Design tpg_timing_ctrl, sky130hd; sources not shown.
run_1/gates.png
Bar = 50 um.
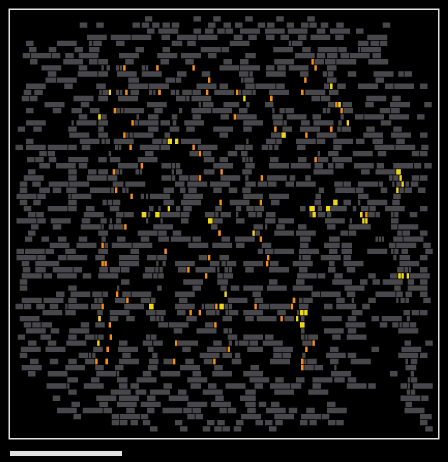
- orange: inv cells (cells 72)
- yellow: nor cells (cells 37)
share of the final layout cell area in multi-input gates: 33.4%
most used logic cell in the final layout: sky130_fd_sc_hd__dfrtp_1
post-layout instance count excluding filler cells: 1606

run_1/m4.png
Bar = 50 um.
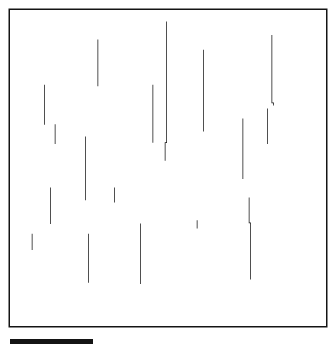
- share of all routed wire: 1.7%
- nets with wire on the layer: 6
- longest straight run: 72.9 um
Post-Route WL: 31.0 mm
Via Count: 7671

run_1/layers.png
Bar = 50 um.
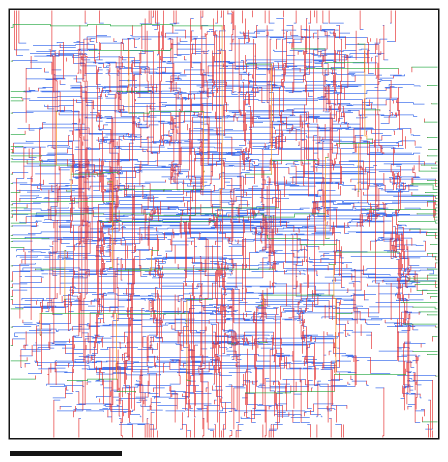
- green: M3 (wire length 1560 um)
- orange: M4 (wire length 530 um)
- blue: M1 (wire length 16000 um)
- red: M2 (wire length 12900 um)
all-layer global routing usage: 17.6%
routed len/inst: 19.3 um

run_1/class_map.png
Bar = 50 um. Fill, decap, tap and diode cells in grey.
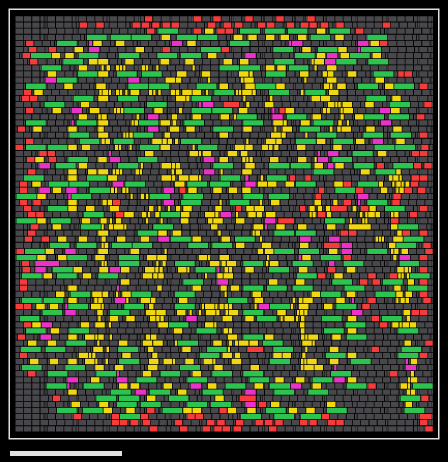
- yellow: remaining logic cells (cells 629; share of their area 37%)
- magenta: clock drivers and dummy loads (cells 82; share of their area 6.3%)
- red: remaining buffers and delay cells (cells 179; share of their area 13%)
- green: registers (cells 261; share of their area 45%)
Core Box Area: 34400 um^2
post-route cell area: 15200 um^2
sequential portion of the cell area: 42.9%
cell row count: 68
final design utilization: 44.3%

==> out/qor.log, run 1 <==
INFO  floorplanning  chip_area=36200um^2
INFO  global_routing vias_in_the_first_global_route=8105
INFO  pwr            p_per_area=640nW/um^2
INFO  timing         timing_hold_violations_final=0
INFO  pwr            netSwitchingFraction=35.3%
INFO  clock_tree     htree_num_levels=2
INFO  detailed_routing ant_nets=0
INFO  clock_tree     clock-sinks=261
INFO  logic_synthesis ys_seq_elements=261
INFO  detailed_routing detailedRoute.firstIterationViolations=353
INFO  logic_synthesis postSynth.topFlopCell=sky130_fd_sc_hd__dfrtp_1
INFO  hold_path      worst_hold_path_type=register to register
INFO  setup_path     data_arrival_time_of_the_critical_path=4.25ns
INFO  timing         grt_setup_unrepaired=no
INFO  cells_and_area num-fill-cells=3225
INFO  detailed_routing post_route_drc_violation_count=0
INFO  logic_synthesis post_synth.cell_area_avg=13.1um^2
INFO  hold_path      hold_path_depth=1
INFO  global_routing grt_antenna_before_repair=0
INFO  pwr            clock_power_share=23.0%
INFO  global_routing met2_resource_use_gr=25.1%
INFO  setup_path     worst_ep_required_time=4.76ns
INFO  timing         finalSetupViolations=0
INFO  logic_synthesis post-synth-top-count-cell=sky130_fd_sc_hd__dfrtp_1
INFO  pwr            power.share.sequential=39.3%
INFO  floorplanning  die-width=190um
INFO  timing         fin_hold_ws=0.369ns
INFO  cells_and_area seq_cells=261
INFO  clock_tree     cts_root_buffer=sky130_fd_sc_hd__clkbuf_8
INFO  global_routing grt_start_max_net_pins=69
INFO  pwr            clk_pwr=2.24mW
INFO  pwr            static-leakage-power=7.24nW
INFO  global_routing groute.layer.met3.usage=3.68%
INFO  cells_and_area multi_input_comb_cells=557
INFO  cells_and_area clock_buf_count=58
INFO  cells_and_area final.signal_inverter_count=72
INFO  logic_synthesis async_flop_share=100%
INFO  timing         maxSlewViolCount=0
INFO  logic_synthesis postSynthSeqShare=53.8%
INFO  clock_tree     ctsLongestPathBuffers=3
INFO  setup_path     crit_path_end_kind=register
INFO  global_routing global_route.overflow_total=0
INFO  timing         timing_worst_slew_pin_value=0.840ns
INFO  outcome        result_of_the_run=completed
INFO  cells_and_area antenna_cells=0
INFO  cells_and_area area_share_nonclk_buffers=12.1%
INFO  placement      dpl.cell_count=1524
INFO  cells_and_area n_all_buffers=179
INFO  timing         final.min_clock_period=3.89ns
INFO  setup_path     timing.setup.critical_path_class=register to register
INFO  logic_synthesis top_cells_by_count=sky130_fd_sc_hd__dfrtp_1, sky130_fd_sc_hd__mux2_2, sky130_fd_sc_hd__ha_1
INFO  logic_synthesis edf_count=0
INFO  placement      port_buffers=164
INFO  floorplanning  die.size.y=190um
INFO  clock_tree     clk_transition_reported_paths=0.06ns
INFO  setup_path     start_kind=register
INFO  cells_and_area most-common-layout-cells=sky130_fd_sc_hd__dfrtp_1, sky130_fd_sc_hd__clkdlybuf4s50_1, sky130_fd_sc_hd__mux2_2, sky130_fd_sc_hd__ha_1, sky130_fd_sc_hd__inv_1
INFO  cells_and_area sequential_cell_area=6530um^2
INFO  logic_synthesis synth.cell_area=12100um^2
INFO  pwr            combinationalPower=3.67mW
INFO  pwr            netSwitchingPower=3.44mW
INFO  logic_synthesis yosys.area.top_type_share=53.8%
INFO  clock_tree     post-cts-setup-buffer-count=0
INFO  timing         finalSetupTns=0ns
INFO  pwr            power.largest_group=registers
INFO  floorplanning  num_tap_cells=455
INFO  setup_path     buffers_and_inverters_on_the_worst_path=3
INFO  logic_synthesis yosys-stat-area=12100um^2
INFO  logic_synthesis synth.top_cells.by_area=sky130_fd_sc_hd__dfrtp_1, sky130_fd_sc_hd__mux2_2, sky130_fd_sc_hd__ha_1
INFO  pwr            internal-power=6.30mW
INFO  cells_and_area post_route_cells_drive_above_1_share=19.4%
INFO  job            max-cap-violations=0
INFO  cells_and_area dominant_cells=flip-flops and latches
INFO  clock_tree     cts_made_buffers=49
INFO  setup_path     critical_path.most_common_cell=sky130_fd_sc_hd__buf_12
INFO  global_routing top_usage_layer=met1
INFO  detailed_routing dr_wl_met3=1.56mm
INFO  clock_tree     worst_skew_pair.late_latency=0.57ns
INFO  timing         final_min_period_over_clock_period=88.5%
INFO  setup_path     rrSetupSlack=0.51ns
INFO  cells_and_area num-nets-final=1240
INFO  setup_path     crit_chain=inv_1 > ha_1 > a22oi_1 > nand3_1 > a311oi_1 > o221ai_1 > a221o_1 > o41ai_4 > buf_12 > buf_12 > mux2_2
INFO  global_routing first_pass_grt_wire_length=48.7mm
INFO  timing         max-slew-margin-rel=43.8%
INFO  setup_path     worstRegToRegCells=11
INFO  floorplanning  io_pins=169
INFO  logic_synthesis ys_cells=929
INFO  clock_tree     cts_hold_repair.buffers=0
INFO  floorplanning  initial_utilization=35.3%
INFO  timing         fmaxAchievable=257MHz
INFO  detailed_routing top_layer=met4
INFO  pwr            power.share.combinational=37.7%
INFO  placement      dp_hpwl=22.3mm
INFO  logic_synthesis synthesis.instances=929
INFO  logic_synthesis yosysTopAreaCell=sky130_fd_sc_hd__dfrtp_1
INFO  setup_path     worst-path-max-fanout=43
INFO  cells_and_area areaGrowthSynthToFinish=25.3%
INFO  clock_tree     postCtsResizedCells=0
==> run 1: per-stage QoR <==
step / cell area [um^2] / setup slack, ns
2_1_floorplan: 12100 / 1.18
3_3_place_gp: 14300 / 0.504
3_5_place_dp: 14300 / 0.454
4_1_cts: 15200 / 0.421
5_1_grt: 15200 / 0.271
6_report: 15200 / 0.506
==> run 1: kinds of logic (layout without fill, tap and decap cells) <==
kind of cell | Yosys count | after routing | synth area share, %
simple gates | 134 | 134 | 5.50
buf+inv | 111 | 333 | 4.33
xor+xnor | 15 | 15 | 1.08
flops | 261 | 261 | 53.8
compound gates | 87 | 87 | 4.61
mux | 228 | 228 | 21.1
fa+ha+maj | 93 | 93 | 9.58
==> run 1 -> run 2 <==
--- a/config.mk
+++ b/config.mk
@@ -13,7 +13,6 @@
 export DETAILED_ROUTE_END_ITERATION = 10
 export GPL_ROUTABILITY_DRIVEN = 0
 export PLACE_DENSITY_LB_ADDON = 0.05
-export SLEW_MARGIN = 20
 export SYNTH_ARGS = -nofsm -noshare
 export SYNTH_HDL_FRONTEND = slang
 export SYNTH_SLANG_ARGS = --single-unit
run_2/gates.png
Bar = 50 um.
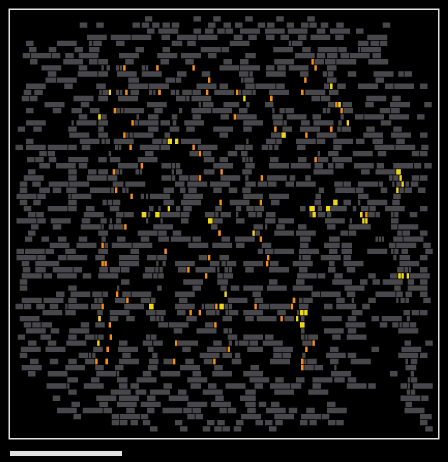
- yellow: nor cells (cells 37)
- orange: inv cells (cells 72)

run_2/layers.png
Bar = 50 um.
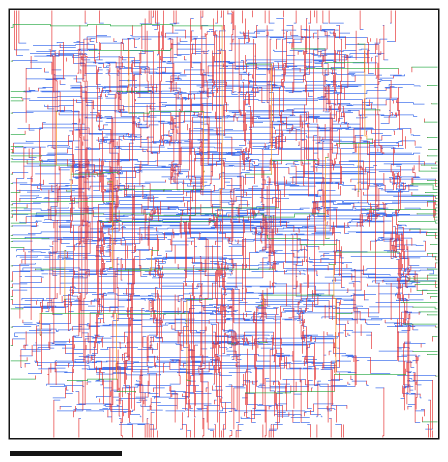
- blue: M1 (wire length 16000 um)
- orange: M4 (wire length 530 um)
- red: M2 (wire length 12900 um)
- green: M3 (wire length 1560 um)

run_2/class_map.png
Bar = 50 um. Fill, decap, tap and diode cells in grey.
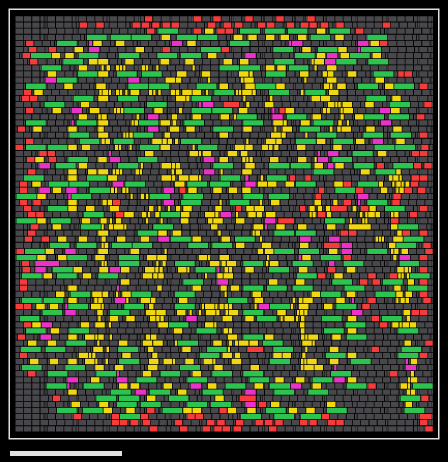
- yellow: remaining logic cells (cells 629; share of their area 37%)
- green: registers (cells 261; share of their area 45%)
- magenta: clock drivers and dummy loads (cells 82; share of their area 6.3%)
- red: remaining buffers and delay cells (cells 179; share of their area 13%)

==> out/qor.log, run 2 <==
INFO  cells_and_area post-route-cell-area=15200um^2 [unchanged]
INFO  pwr            p_per_area=640nW/um^2 [unchanged]
INFO  clock_tree     postCtsResizedCells=0 [unchanged]
INFO  placement      dpl.cell_count=1524 [unchanged]
INFO  timing         timing_worst_slew_pin_value=0.840ns [unchanged]
INFO  global_routing met2_resource_use_gr=25.1% [unchanged]
INFO  setup_path     critical_path.most_common_cell=sky130_fd_sc_hd__buf_12 [unchanged]
INFO  job            max-cap-violations=0 [unchanged]
INFO  placement      preCtsSetupSlack=0.454ns [unchanged]
INFO  detailed_routing avgRoutedWirePerCell=19.3um [unchanged]
INFO  cells_and_area clock_buf_count=58 [unchanged]
INFO  setup_path     crit_path_end_kind=register [unchanged]
INFO  setup_path     crit_chain=inv_1 > ha_1 > a22oi_1 > nand3_1 > a311oi_1 > o221ai_1 > a221o_1 > o41ai_4 > buf_12 > buf_12 > mux2_2 [unchanged]
INFO  logic_synthesis ys_cells=929 [unchanged]
INFO  global_routing grt_antenna_before_repair=0 [unchanged]
INFO  floorplanning  chip_area=36200um^2 [unchanged]
INFO  setup_path     worst-path-max-fanout=43 [unchanged]
INFO  cells_and_area most-common-layout-cells=sky130_fd_sc_hd__dfrtp_1, sky130_fd_sc_hd__clkdlybuf4s50_1, sky130_fd_sc_hd__mux2_2, sky130_fd_sc_hd__ha_1, sky130_fd_sc_hd__inv_1 [unchanged]
INFO  clock_tree     ctsLongestPathBuffers=3 [unchanged]
INFO  logic_synthesis postSynthSeqShare=53.8% [unchanged]
INFO  detailed_routing routed_wl=31.0mm [unchanged]
INFO  floorplanning  die.size.y=190um [unchanged]
INFO  setup_path     path_delay_family=AND-OR/OR-AND gates [unchanged]
INFO  pwr            static-leakage-power=7.24nW [unchanged]
INFO  global_routing all_layer_global_routing_usage=17.6% [unchanged]
INFO  setup_path     start_kind=register [unchanged]
INFO  setup_path     rrSetupSlack=0.51ns [about the same]
INFO  clock_tree     post-cts-setup-buffer-count=0 [unchanged]
INFO  cells_and_area sequential_cell_area=6530um^2 [unchanged]
INFO  logic_synthesis synth.cell_area=12100um^2 [unchanged]
INFO  global_routing global_route.overflow_total=0 [unchanged]
INFO  setup_path     worst_ep_required_time=4.76ns [about the same]
INFO  floorplanning  die-width=190um [unchanged]
INFO  logic_synthesis synthesis.instances=929 [unchanged]
INFO  cells_and_area post_route_cells_drive_above_1_share=19.4% [unchanged]
INFO  cells_and_area num-nets-final=1240 [unchanged]
INFO  placement      dp_hpwl=22.3mm [unchanged]
INFO  logic_synthesis postSynth.topFlopCell=sky130_fd_sc_hd__dfrtp_1 [unchanged]
INFO  cells_and_area num-fill-cells=3225 [unchanged]
INFO  timing         fin_hold_ws=0.369ns [unchanged]
INFO  clock_tree     cts_hold_repair.buffers=0 [unchanged]
INFO  cells_and_area area_share_nonclk_buffers=12.1% [unchanged]
INFO  clock_tree     clk_transition_reported_paths=0.06ns [about the same]
INFO  cells_and_area antenna_cells=0 [unchanged]
INFO  cells_and_area mostFrequentLayoutCell=sky130_fd_sc_hd__dfrtp_1 [unchanged]
INFO  setup_path     data_arrival_time_of_the_critical_path=4.25ns [about the same]
INFO  outcome        result_of_the_run=completed [unchanged]
INFO  placement      placed_area=14300um^2 [unchanged]
INFO  hold_path      hold_path_depth=1 [unchanged]
INFO  cells_and_area seq_share=42.9% [unchanged]
INFO  detailed_routing detailroute.via_count=7671 [unchanged]
INFO  cells_and_area final.signal_inverter_count=72 [unchanged]
INFO  global_routing grt_start_max_net_pins=69 [unchanged]
INFO  logic_synthesis async_flop_share=100% [unchanged]
INFO  cells_and_area areaGrowthSynthToFinish=25.3% [unchanged]
INFO  setup_path     timing.setup.critical_path_class=register to register [unchanged]
INFO  timing         grt_setup_unrepaired=no [unchanged]
INFO  global_routing first_pass_grt_wire_length=48.7mm [unchanged]
INFO  clock_tree     worst_skew_pair.late_latency=0.57ns [about the same]
INFO  cells_and_area seq_cells=261 [unchanged]
INFO  logic_synthesis ys_seq_elements=261 [unchanged]
INFO  detailed_routing ant_nets=0 [unchanged]
INFO  timing         final.setup.worst_slack=0.506ns [unchanged]
INFO  timing         finalSetupViolations=0 [unchanged]
INFO  clock_tree     htree_num_levels=2 [unchanged]
INFO  timing         fmaxAchievable=257MHz [unchanged]
INFO  logic_synthesis yosys.area.top_type_share=53.8% [unchanged]
INFO  clock_tree     cts_root_buffer=sky130_fd_sc_hd__clkbuf_8 [unchanged]
INFO  cells_and_area dominant_cells=flip-flops and latches [unchanged]
INFO  timing         final.min_clock_period=3.89ns [unchanged]
INFO  clock_tree     clock-sinks=261 [unchanged]
INFO  cells_and_area comb_share=33.4% [unchanged]
INFO  setup_path     buffers_and_inverters_on_the_worst_path=3 [unchanged]
INFO  global_routing groute.layer.met3.usage=3.68% [unchanged]
INFO  logic_synthesis post-synth-top-count-cell=sky130_fd_sc_hd__dfrtp_1 [unchanged]
INFO  global_routing top_usage_layer=met1 [unchanged]
INFO  logic_synthesis edf_count=0 [unchanged]
INFO  timing         final_min_period_over_clock_period=88.5% [unchanged]
INFO  global_routing vias_in_the_first_global_route=8105 [unchanged]
INFO  clock_tree     cts_made_buffers=49 [unchanged]
INFO  cells_and_area n_all_buffers=179 [unchanged]
INFO  cells_and_area final-instance-count-excl-fill=1606 [unchanged]
INFO  logic_synthesis post_synth.cell_area_avg=13.1um^2 [unchanged]
INFO  hold_path      worst_hold_path_type=register to register [unchanged]
INFO  timing         maxSlewViolCount=0 [unchanged]
INFO  cells_and_area final_core_utilization=44.3% [unchanged]
INFO  timing         timing_hold_violations_final=0 [unchanged]
-- run 2: power breakdown --
group | switching, mW | total, mW | internal [mW]
clock | 0.998 | 2.24 | 1.24
combinational | 1.81 | 3.67 | 1.86
sequential | 0.627 | 3.83 | 3.20
total | 3.44 | 9.74 | 6.30
-- run 2: kinds of logic after synthesis --
kind of cell	Yosys count	share of synthesized area, %
XOR/XNOR	15	1.08
AND-OR/OR-AND	87	4.61
flip-flops	261	53.8
adder cells (fa/ha/maj)	93	9.58
AND/OR/NAND/NOR	134	5.50
multiplexers	228	21.1
buffers and inverters	111	4.33
-- run 2: metal layers --
metal / wire length [um] / share of wire (%)
met5: 0 / 0
met4: 529 / 1.7
met2: 12900 / 42
met1: 16000 / 52
met3: 1560 / 5.0
No activity file was given, so power comes from the tool's default toggle rates.
